Fig. 1: met2 routing
(2 px per µm)
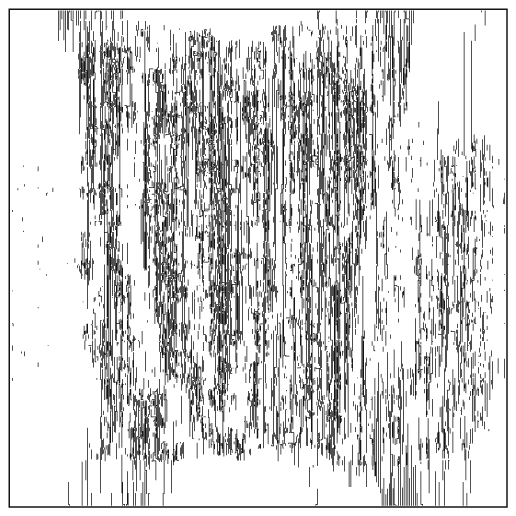
Fig. 2: track usage over the die
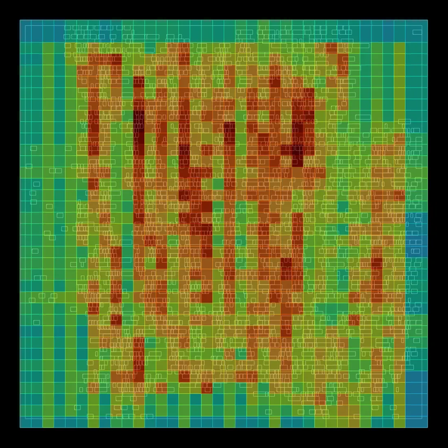
===== config.mk =====
export PLATFORM = sky130hd
export DESIGN_NAME = mulmod_responder
export DESIGN_NICKNAME = d
export VERILOG_FILES = /design/src/rtl/mulmod_responder.sv
export SDC_FILE = /design/constraint.sdc
export NUM_CORES = 1
export LEC_CHECK = 0
export CAP_MARGIN = 10
export CORE_MARGIN = 3
export CORE_UTILIZATION = 35
export CTS_CLUSTER_DIAMETER = 150
export CTS_CLUSTER_SIZE = 12
export DETAILED_ROUTE_END_ITERATION = 8
export GPL_ROUTABILITY_DRIVEN = 0
export GPL_TIMING_DRIVEN = 0
export PLACE_DENSITY_LB_ADDON = 0.2
export REMOVE_ABC_BUFFERS = 1
export SLEW_MARGIN = 0
export SYNTH_ARGS = -nofsm -noshare
export SYNTH_HDL_FRONTEND = slang
export SYNTH_SLANG_ARGS = --single-unit
export TNS_END_PERCENT = 50

===== constraint.sdc =====
create_clock -name clk -period 10.6 [get_ports clk]
set_input_delay 2.12 -clock clk [delete_from_list [all_inputs] [get_ports clk]]
set_output_delay 2.12 -clock clk [all_outputs]
set_load 0.02 [all_outputs]

===== src/rtl/mulmod_responder.sv =====
// Enable/done responder returning (mul1 * mul2) mod P using a bit-serial
// interleaved modular multiplier, MSB first, one operand bit per cycle.
//
// state   | meaning
// --------+-----------------------------------------------------------
// ST_IDLE | waiting for an armed enable; result held
// ST_LOAD | reduce captured mul1 below P, clear accumulator, cnt = 63
// ST_RUN  | acc = 2*acc (+ a if b[cnt]) mod P, cnt counts down to 0
// ST_FIX  | apply sign: result = P - acc for a negative nonzero product
// ST_DONE | one-cycle done pulse, busy drops on the way out
module mulmod_responder #(
    parameter logic [63:0] P = 64'hFFFF_FFFF_0000_0001
) (
    input  logic        clk,
    input  logic        rst,
    input  logic        enable,
    input  logic [63:0] mul1,
    input  logic [63:0] mul2,
    input  logic        mul1_sign,
    input  logic        mul2_sign,
    output logic [63:0] result,
    output logic        done,
    output logic        busy
);

    typedef enum logic [2:0] {
        ST_IDLE,
        ST_LOAD,
        ST_RUN,
        ST_FIX,
        ST_DONE
    } state_t;

    state_t      state, state_nxt;
    logic        armed;
    logic        accept;
    logic        sign;
    logic [63:0] a, b, acc;
    logic [5:0]  cnt;

    logic        dbl_carry, sum_carry;
    logic [63:0] dbl, dbl_red, sum, step;

    always_comb begin
        state_nxt = state;
        accept    = 1'b0;
        case (state)
            ST_IDLE: begin
                if (enable && armed) begin
                    accept    = 1'b1;
                    state_nxt = ST_LOAD;
                end
            end
            ST_LOAD: state_nxt = ST_RUN;
            ST_RUN:  if (cnt == 6'd0) state_nxt = ST_FIX;
            ST_FIX:  state_nxt = ST_DONE;
            ST_DONE: state_nxt = ST_IDLE;
            default: state_nxt = ST_IDLE;
        endcase
    end

    // Carries stand in for bit 64 of the 65-bit compares; the reduced values
    // are always below P, so 64-bit wrap-around subtraction is exact.
    always_comb begin
        dbl_carry = acc[63];
        dbl       = {acc[62:0], 1'b0};
        dbl_red   = (dbl_carry || dbl >= P) ? dbl - P : dbl;
        {sum_carry, sum} = {1'b0, dbl_red} + {1'b0, a};
        step      = dbl_red;
        if (b[cnt])
            step = (sum_carry || sum >= P) ? sum - P : sum;
    end

    always_ff @(posedge clk) begin
        if (rst) state <= ST_IDLE;
        else     state <= state_nxt;
    end

    always_ff @(posedge clk) begin
        if (rst) begin
            armed  <= 1'b1;
            sign   <= 1'b0;
            a      <= '0;
            b      <= '0;
            acc    <= '0;
            cnt    <= '0;
            result <= '0;
            done   <= 1'b0;
            busy   <= 1'b0;
        end else begin
            if (accept)       armed <= 1'b0;
            else if (!enable) armed <= 1'b1;

            case (state)
                ST_IDLE: begin
                    if (accept) begin
                        a    <= mul1;
                        b    <= mul2;
                        sign <= mul1_sign ^ mul2_sign;
                        busy <= 1'b1;
                    end
                end
                ST_LOAD: begin
                    // 2^64 < 2P, so a single conditional subtract suffices
                    a   <= (a >= P) ? a - P : a;
                    acc <= '0;
                    cnt <= 6'd63;
                end
                ST_RUN: begin
                    acc <= step;
                    if (cnt != 6'd0) cnt <= cnt - 6'd1;
                end
                ST_FIX: begin
                    result <= (sign && acc != 64'd0) ? P - acc : acc;
                    done   <= 1'b1;
                end
                ST_DONE: begin
                    done <= 1'b0;
                    busy <= 1'b0;
                end
                default: ;
            endcase
        end
    end

endmodule

==> run summary <==
MI comb area - 14200 µm²
HP Class - reg -> reg
r2r endpoint - acc[33]
sequential share of cell area - 22.77%
Final Cell Area - 23650 µm²
Total Power - 2.844 mW
Latency at later pin - 0.56 ns
met2 usage - 36.00%
register area - 5385 µm²
Buffers on Ports - 198
Hold EP - b[22]
FP Rows - 88
highest routing layer actually used - met4
clk tree area frac - 2.894%
CTS tree - done
I/O Pins - 199
final tally of hold violations - 0
Top delay family on crit path - simple AND/OR/NAND/NOR gates
critical path cell sequence - and3_1 > and3_1 > nand3_1 > nor4_1 > nand3_1 > o21bai_2 > nand4_1 > or4_1 > or3_1 > xnor2_1 > ha_1 > nand4_1 > nor4_1 > o211ai_1 > a2111oi_1 > nor3_1 > nor4_1 > nand4_1 > nor4_4 > a21o_1 > nor3b_2 > xnor2_1 > a41o_1
fillers - 5853
worst-margin pin slew - 1.169 ns
final setup violation count - 0
crit path buf inv count - 0
clk_skew - 0.01771 ns
top cell category - logic gates
cell count of the worst hold path - 2
Max VDD drop - 0.0001434 V
Die Ht - 248.2 µm
DR DRC count - 0
Cells after Synth - 2769
total grt overflow - 0
fin cells - 3565
PnR worst setup slack - 0.7344 ns
Core Density at Floorplan - 35.51%
area leader, netlist - dfxtp_1
Hold Crit Start - b[22]
Clock group - 0.848 mW
Area Overhead vs Synth - 15.21%
Clock Tree Root - clkbuf_16
crit path max-delay cell type - a21o_1
M1 wire length - 33110 µm
startpoint types - flip-flop
clk slew on worst S/H paths - 0.07 ns
drt pass-1 iters - 5
logic share of the area - 60.06%
reported combinational group power - 0.827 mW
Ys Warns - 0
most frequent cell after synthesis - nand2_1
mapped cell area - 20530 µm²
setup TNS - 0 ns
starting DRC count in detailed routing - 2174
tap cells - 765
Cell Area, Placed - 22970 µm²
ANT cells - 0
Hold Slack - 0.4515 ns
setup bufs post-CTS - 0
reg-to-reg slack, setup - 0.73 ns
Clk network pwr share - 29.8%
Post-synth EDFFs - 0
Synth Register Bits - 269
core area - 57810 µm²
MaxCap Viol Count - 0
CLK BUF - 27
Crit path depth - 23
sequential share of power - 41.1%
synthesis area per yosys - 20530 µm²
initial antenna violation count - 0
GRT Resource Usage Total - 22.32%
die footprint - 61590 µm²
met1 Use GR - 31.18%
ys cells - 2769
Netlist cell types - 104
sw power - 0.9955 mW
Met3 Wirelength - 4967 µm
Main power group - sequential cells
WP data required - 11.06 ns
cell internal pwr - 1.849 mW
nets - 3007
Worst Setup SP - acc[35]
CTS resizes - 0
top_reg_cell synth - dfxtp_1
RR Startpoint - acc[35]
seq_cells - 269
sequential power - 1.17 mW
multi-input gates - 2253
Antenna Violating Nets Remaining - 0
outcome - finished, final reports clean
max incr delay on CP - 0.96 ns
hold buffers post-CTS - 0
PwrDens - 120.3 nW/µm²
CP Class - reg -> reg
Setup crit end - acc[33]
Async S/R FF share, synth - 0%
clock tree buffer depth - 3
reg2reg path depth - 23
fmax - 0.1014 GHz
number of CTS-inserted buffers - 26
LEAKAGE - 8.469 nW
sequential fraction of the synthesis area - 26.23%
largest net degree at the start of global routing - 131
CP endpoint kind - flip-flop
Vias/cell - 5.893
Comb power frac - 29.1%
switch share - 35.00%
CP arrival - 10.32 ns
Post-DP HPWL - 56070 µm
layout cells sized above 1 - 4.964%
Top cell area share - 26.23%
CTS sink cnt - 269
Place WS - 1.019 ns
mean post-synth cell area - 7.413 µm²
About Fig. 1:
nets with wire on the layer: 2408
longest straight run: 81.9 µm
main direction: vertical
share of all routed wire: 44%
wire length on this layer: 31.8 mm
routed wire length: 72250 µm
DR vias: 21010

About Fig. 2:
most used routing layer: met2
met3 Track Usage GR: 2.400%
DR WL/cell: 20.27 µm

## flip-flops by register name (all words and copies together), names as in the netlist
register / flops
a: 64
acc: 64
b: 64
result: 64
cnt: 6
state: 3
armed: 1
busy: 1
done: 1
sign: 1
## cell usage in the layout, fill, tap and decap left out, types with 73 or more instances in the layout
cell,instances
ha_1,73
xnor2_1,84
a21oi_1,224
nand2_1,375
nand3_1,78
nor3_1,77
nor2_1,289
a22oi_1,83
xor2_1,143
dfxtp_1,269
clkdlybuf4s50_1,197
o21ai_0,142
a211oi_1,91
## logic make-up after synthesis
group	synth area share [%]
DFF	26.23
adders and majority gates	4.547
and+or+nand+nor	25.98
buffers and inverters	4.925
muxes	2.700
AOI/OAI and AO/OA	25.92
xor gates and xnor gates	9.685
No activity file was given, so power comes from the tool's default toggle rates.
